### Clock nets

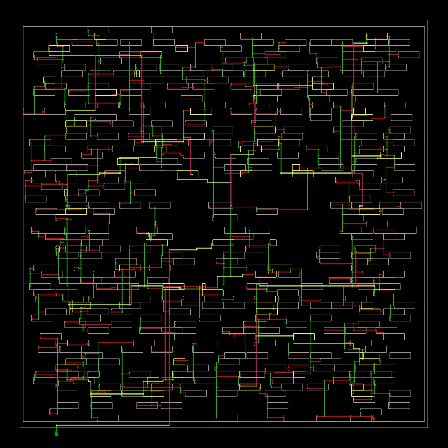
### Sequential cells coloured by netlist name

The bar under the picture is 50 µm long.
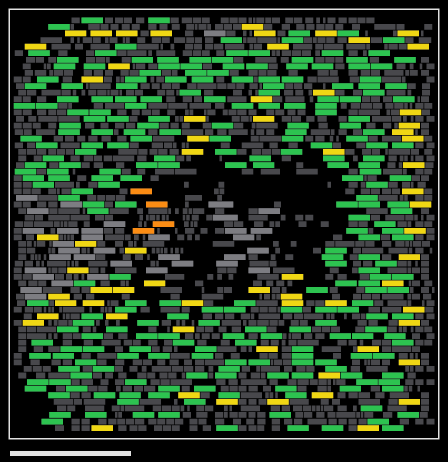
===== config.mk =====
export PLATFORM = sky130hd
export DESIGN_NAME = dec_trig_csr
export DESIGN_NICKNAME = d
export VERILOG_FILES = /design/src/rtl/dec_trig_csr.sv
export SDC_FILE = /design/constraint.sdc
export NUM_CORES = 1
export LEC_CHECK = 0
export CORE_MARGIN = 1
export CORE_UTILIZATION = 52
export DETAILED_ROUTE_END_ITERATION = 6
export PLACE_DENSITY = 0.86
export SLEW_MARGIN = 20
export SYNTH_ARGS = -nofsm -noshare
export SYNTH_HDL_FRONTEND = slang
export SYNTH_SLANG_ARGS = --single-unit

===== constraint.sdc =====
create_clock -name clk -period 7.05 [get_ports clk]
set_clock_uncertainty 0.05 [all_clocks]
set_input_delay 0.705 -clock clk [delete_from_list [all_inputs] [get_ports clk]]
set_output_delay 0.705 -clock clk [all_outputs]
set_load 0.01 [all_outputs]

===== src/rtl/dec_trig_csr.sv =====
//----------------------------------------------------------------------------
// dec_trig_csr
//
// Trigger CSR bank for four RV64 mcontrol triggers in the TLU. Holds
// tselect plus tdata1/tdata2 per trigger, services CSR reads and writes,
// applies the dmode write lock, records committed trigger hits and drives
// the trigger packet consumed by the decode and LSU comparators.
//
// Ports:
//   clk              core clock
//   rst_l            asynchronous active-low reset
//   dbg_mode         core is in debug mode
//   csr_wr_valid     single-cycle CSR write strobe
//   csr_wr_addr      write address (0x7A0 tselect, 0x7A1 tdata1, 0x7A2 tdata2)
//   csr_wr_data      write data
//   csr_rd_valid     CSR read request
//   csr_rd_addr      read address, same map as writes
//   csr_rd_data      registered read data (one cycle after the request)
//   csr_rd_ack       read data valid
//   trig_hit         committed trigger hits, one bit per trigger
//   trigger_pkt_any  per-trigger packet for the comparators
//   trigger_chain    bit 0 chains triggers 0/1, bit 1 chains triggers 2/3
//
// Build option:
//   DEC_TRIG_CHAIN_EN  when defined, tdata1[11] (chain) is writable on
//                      triggers 0 and 2 and drives trigger_chain; otherwise
//                      chain reads 0 everywhere and trigger_chain is 0.
//----------------------------------------------------------------------------

package dec_trig_pkg;
    typedef struct packed {
        logic        select;
        logic        match;
        logic        store;
        logic        load;
        logic        execute;
        logic        m;
        logic [63:0] tdata2;
    } trigger_pkt_t;
endpackage

module dec_trig_csr #(
    parameter int NTRIG = 4
) (
    input  logic                            clk,
    input  logic                            rst_l,
    input  logic                            dbg_mode,
    input  logic                            csr_wr_valid,
    input  logic [11:0]                     csr_wr_addr,
    input  logic [63:0]                     csr_wr_data,
    input  logic                            csr_rd_valid,
    input  logic [11:0]                     csr_rd_addr,
    output logic [63:0]                     csr_rd_data,
    output logic                            csr_rd_ack,
    input  logic [NTRIG-1:0]                trig_hit,
    output dec_trig_pkg::trigger_pkt_t [NTRIG-1:0] trigger_pkt_any,
    output logic [1:0]                      trigger_chain
);

    localparam logic [11:0] ADDR_TSELECT = 12'h7A0;
    localparam logic [11:0] ADDR_TDATA1  = 12'h7A1;
    localparam logic [11:0] ADDR_TDATA2  = 12'h7A2;

    logic [1:0]       tsel_q;
    logic [NTRIG-1:0] dmode_q;
    logic [NTRIG-1:0] hit_q;
    logic [NTRIG-1:0] select_q;
    logic [NTRIG-1:0] action_q;
    logic [NTRIG-1:0] chain_q;
    logic [NTRIG-1:0] match_q;
    logic [NTRIG-1:0] m_q;
    logic [NTRIG-1:0] execute_q;
    logic [NTRIG-1:0] store_q;
    logic [NTRIG-1:0] load_q;
    logic [63:0]      tdata2_q [NTRIG];

    logic        wr_tsel;
    logic        wr_td1;
    logic        wr_td2;
    logic        sel_locked;
    logic        new_dmode;
    logic        new_action;
    logic        new_match;
    logic        new_chain;
    logic [63:0] rd_img;

    assign wr_tsel = csr_wr_valid && (csr_wr_addr == ADDR_TSELECT);
    assign wr_td1  = csr_wr_valid && (csr_wr_addr == ADDR_TDATA1);
    assign wr_td2  = csr_wr_valid && (csr_wr_addr == ADDR_TDATA2);

    // Lock looks at the stored dmode of the selected trigger, never the
    // incoming data, so a locked trigger cannot unlock itself.
    assign sel_locked = dmode_q[tsel_q] & ~dbg_mode;

    always_comb begin
        new_dmode  = dbg_mode ? csr_wr_data[59] : dmode_q[tsel_q];
        // WARL: only 0/1 are legal; action=1 (enter debug) needs dmode=1.
        new_action = (csr_wr_data[17:12] == 6'd1) && new_dmode;
        new_match  = (csr_wr_data[10:7] == 4'd1);
`ifdef DEC_TRIG_CHAIN_EN
        new_chain  = csr_wr_data[11] & ~tsel_q[0];
`else
        new_chain  = 1'b0;
`endif
    end

    always_ff @(posedge clk or negedge rst_l) begin
        if (!rst_l) begin
            tsel_q    <= '0;
            dmode_q   <= '0;
            hit_q     <= '0;
            select_q  <= '0;
            action_q  <= '0;
            match_q   <= '0;
            m_q       <= '0;
            execute_q <= '0;
            store_q   <= '0;
            load_q    <= '0;
            for (int i = 0; i < NTRIG; i++) begin
                tdata2_q[i] <= '0;
            end
        end else begin
            if (wr_tsel && (csr_wr_data[63:2] == 62'd0)) begin
                tsel_q <= csr_wr_data[1:0];
            end
            for (int i = 0; i < NTRIG; i++) begin
                if (trig_hit[i]) begin
                    hit_q[i] <= 1'b1;
                end
                // Written hit value overrides a same-cycle hit capture.
                if (wr_td1 && !sel_locked && (tsel_q == i[1:0])) begin
                    dmode_q[i]   <= new_dmode;
                    hit_q[i]     <= csr_wr_data[20];
                    select_q[i]  <= csr_wr_data[19];
                    action_q[i]  <= new_action;
                    match_q[i]   <= new_match;
                    m_q[i]       <= csr_wr_data[6];
                    execute_q[i] <= csr_wr_data[2];
                    store_q[i]   <= csr_wr_data[1];
                    load_q[i]    <= csr_wr_data[0];
                end
                if (wr_td2 && !sel_locked && (tsel_q == i[1:0])) begin
                    tdata2_q[i] <= csr_wr_data;
                end
            end
        end
    end

`ifdef DEC_TRIG_CHAIN_EN
    always_ff @(posedge clk or negedge rst_l) begin
        if (!rst_l) begin
            chain_q <= '0;
        end else if (wr_td1 && !sel_locked) begin
            for (int i = 0; i < NTRIG; i++) begin
                if (tsel_q == i[1:0]) begin
                    chain_q[i] <= new_chain;
                end
            end
        end
    end
`else
    assign chain_q = '0;
`endif

    always_comb begin
        rd_img = '0;
        case (csr_rd_addr)
            ADDR_TSELECT: rd_img = {62'd0, tsel_q};
            ADDR_TDATA1: rd_img = {4'h2, dmode_q[tsel_q], 6'h1F, 32'd0,
                                   hit_q[tsel_q], select_q[tsel_q], 1'b0,
                                   5'd0, action_q[tsel_q],
                                   chain_q[tsel_q],
                                   3'd0, match_q[tsel_q],
                                   m_q[tsel_q], 3'd0,
                                   execute_q[tsel_q], store_q[tsel_q],
                                   load_q[tsel_q]};
            ADDR_TDATA2: rd_img = tdata2_q[tsel_q];
            default:     rd_img = '0;
        endcase
    end

    // Reads sample the pre-edge registers, so a same-cycle write is not seen.
    always_ff @(posedge clk or negedge rst_l) begin
        if (!rst_l) begin
            csr_rd_data <= '0;
            csr_rd_ack  <= 1'b0;
        end else begin
            csr_rd_ack <= csr_rd_valid;
            if (csr_rd_valid) begin
                csr_rd_data <= rd_img;
            end
        end
    end

    // Debug-mode gating is combinational so no trigger can fire while halted.
    always_comb begin
        for (int i = 0; i < NTRIG; i++) begin
            trigger_pkt_any[i].select  = select_q[i];
            trigger_pkt_any[i].match   = match_q[i];
            trigger_pkt_any[i].store   = store_q[i] & ~dbg_mode;
            trigger_pkt_any[i].load    = load_q[i] & ~dbg_mode;
            trigger_pkt_any[i].execute = execute_q[i] & ~dbg_mode;
            trigger_pkt_any[i].m       = m_q[i];
            trigger_pkt_any[i].tdata2  = tdata2_q[i];
        end
    end

    assign trigger_chain = {chain_q[2], chain_q[0]};

endmodule


==> results.sh <==
# implementation run metrics
export IMPL_status="finished clean"
export IMPL_worstRegToRegCells=5
export IMPL_die_w_um=177
export IMPL_synthTopCellsByCount="dfrtp_1 (359), mux2_2 (246), mux4_2 (73)"
export IMPL_wire_per_inst_um=24.4
export IMPL_fin_ws_ns=3.30
export IMPL_endpoint="trigger_pkt_any[242]"
export IMPL_drt_initial_drc_count=631
export IMPL_fmax_mhz=267
export IMPL_finalSetupTns_ns=0
export IMPL_logic_area_um2=6120
export IMPL_startpoint="tsel_q[0]"
export IMPL_top_cell="dfrtp_1"
export IMPL_power_w=0.00432
export IMPL_htree_levels=2
export IMPL_met3WireLength_um=3350
export IMPL_power_leader="the clock network"
export IMPL_largest_reg_flops=256
export IMPL_yosys_top_cells_area="dfrtp_1 (56%), mux2_2 (17%), mux4_2 (10%)"
export IMPL_seqPwrFrac=0.479
export IMPL_cts_made_buffers=39
export IMPL_p_int_w=0.00340
export IMPL_dieHeight_um=177
export IMPL_yosysSeqAreaShare=0.564
export IMPL_top_cell_area_share=0.564
export IMPL_lay_top_cells="clkdlybuf4s50_1 (439), dfrtp_1 (357), mux2_2 (246), mux4_2 (73), o21ai_0 (61)"
export IMPL_crit_required_ns=7.39
export IMPL_gp_congestion=0.818
export IMPL_hold_class="input pin to async pin"
export IMPL_yosys_area_top_type="dfrtp_1"
export IMPL_vias=11200
export IMPL_area_growth_syn_to_layout_pct=35.8
export IMPL_ys_sh_adder=0
export IMPL_portBuffers=441
export IMPL_grt_total_usage=0.304
export IMPL_comb_power_w=0.000165
export IMPL_critical_path_arrival_ns=4.09
export IMPL_end_kind="register"
export IMPL_nonClkBufAreaFrac=0.207
export IMPL_clock_power_share=0.483
export IMPL_timing_rr_start="tsel_q[0]"
export IMPL_ys_sh_mux=0.300
export IMPL_p_seq_w=0.00207
export IMPL_clk_pin_slew_ns=0.06
export IMPL_edf_count=0
export IMPL_comb_share=0.283
export IMPL_crit_chain="mux4_2 > nand2b_2 > and4b_4 > and2_4 > mux2_2"
export IMPL_ant_nets=0
export IMPL_yosysWarnings=0
export IMPL_p_sw_w=0.000918
export IMPL_final_core_util=0.724
export IMPL_swShare=0.213
export IMPL_ys_ff=359
export IMPL_busiest_layer="met2"
export IMPL_cts_repair_resized=0
export IMPL_path_class="register to register"
export IMPL_n_all_inverters=58
export IMPL_drive_above_1_share=0.262
export IMPL_via_per_inst=5.81
export IMPL_lay_top_count="clkdlybuf4s50_1"
export IMPL_rsz0062_at_grt="false"
export IMPL_grt_util_met2=0.493
export IMPL_holdBufCountCts=0
export IMPL_p_per_area_nw_per_um2=200
export IMPL_finalCritPeriodShare=0.532
export IMPL_clk_share=0.0615
export IMPL_largestClassByArea="flip-flops and latches"
export IMPL_ys_sh_simple=0.0497
export IMPL_reg2reg_slack_ns=3.30
export IMPL_path_depth=5
export IMPL_cts_tree="done"
export IMPL_r2r_end="trigger_pkt_any[242]"
export IMPL_ff_type="dfrtp_1"
export IMPL_relSlewSlack=0.251
export IMPL_grt_first_pass_wirelength_um=71700
export IMPL_n_sequential_cell=359
export IMPL_syn_area_um2=15900
export IMPL_nClkBuffers=67
export IMPL_synth_area_per_cell_um2=14.7
export IMPL_xor_area_frac=0
export IMPL_ioPinCount=444
export IMPL_seq_share=0.416
export IMPL_chipArea_um2=31300
export IMPL_rows=63
export IMPL_tool_warnings=26
export IMPL_drt_first_pass_iters=5
export IMPL_ys_types=38
export IMPL_wl_met2_um=23000
export IMPL_postCtsSetupBuffers=0
export IMPL_stdcell_area_um2=21600
export IMPL_m1WireLength_um=18600
export IMPL_buffers_excl_clock=449
export IMPL_critPathTopFamily="simple AND/OR/NAND/NOR gates"
export IMPL_maxCapViolCount=0
export IMPL_seq_area_um2=8990
export IMPL_nNetsFinal=1597
export IMPL_pwr_share_comb=0.038
export IMPL_top_logic_kind="multiplexers"
export IMPL_ys_cells=1082
export IMPL_antenna_found_initial=1
export IMPL_slew_violations=0
export IMPL_slowest_delay_ns=1.09
export IMPL_instances_no_fill=1920
export IMPL_cp_start_kind="register"
export IMPL_n_tap_cell=390
export IMPL_compound_area_frac=0.0334
export IMPL_finalCriticalPeriod_ns=3.75
export IMPL_cp_slowest_cell="dfrtp_4"
export IMPL_nMultiInputCombCells=593
export IMPL_ys_async_sr_fraction=1.00
export IMPL_core_util_floorplan=0.533
export IMPL_pre_cts_slack_ns=3.30
export IMPL_fillCellCount=1985
export IMPL_grt_start_max_net_pins=98
export IMPL_diodes=1
export IMPL_grtUsageMet3=0.0642
export IMPL_clockRootBuffer="clkbuf_16"
export IMPL_critPathMaxFanout=64
export IMPL_p_clk_w=0.00208
export IMPL_wl_um=46800
export IMPL_placedCellCount=1849
export IMPL_hold_ws_ns=0.147
export IMPL_grt_pass1_vias=11600
export IMPL_hpwl_um=30900
export IMPL_clockBufferDepth=3
export IMPL_drc_errors=0
export IMPL_worst_pin_slew_ns=1.12
export IMPL_ir_worst_vdd_mv=0.180
export IMPL_setup_violations=0
export IMPL_leakage_nw=9.57
export IMPL_hold_viol=0
export IMPL_core_um2=29900
export IMPL_highest_layer="met4"
export IMPL_synth_cells=1082
export IMPL_post_dp_cell_area_um2=20300
export IMPL_grt_util_met1=0.402
export IMPL_cp_buffers_inverters=0
export IMPL_gr_total_overflow=0
Notes on 'Clock nets' above:
clk sink count: 359
clk latency late pin: 0.51 ns

Notes on 'Sequential cells coloured by netlist name' above:
Key: `action_q` = orange [flops 4]; `csr_rd_data` = yellow [flops 64, where all over the die]; `trigger_pkt_any` = green [flops 256, where all over the die]

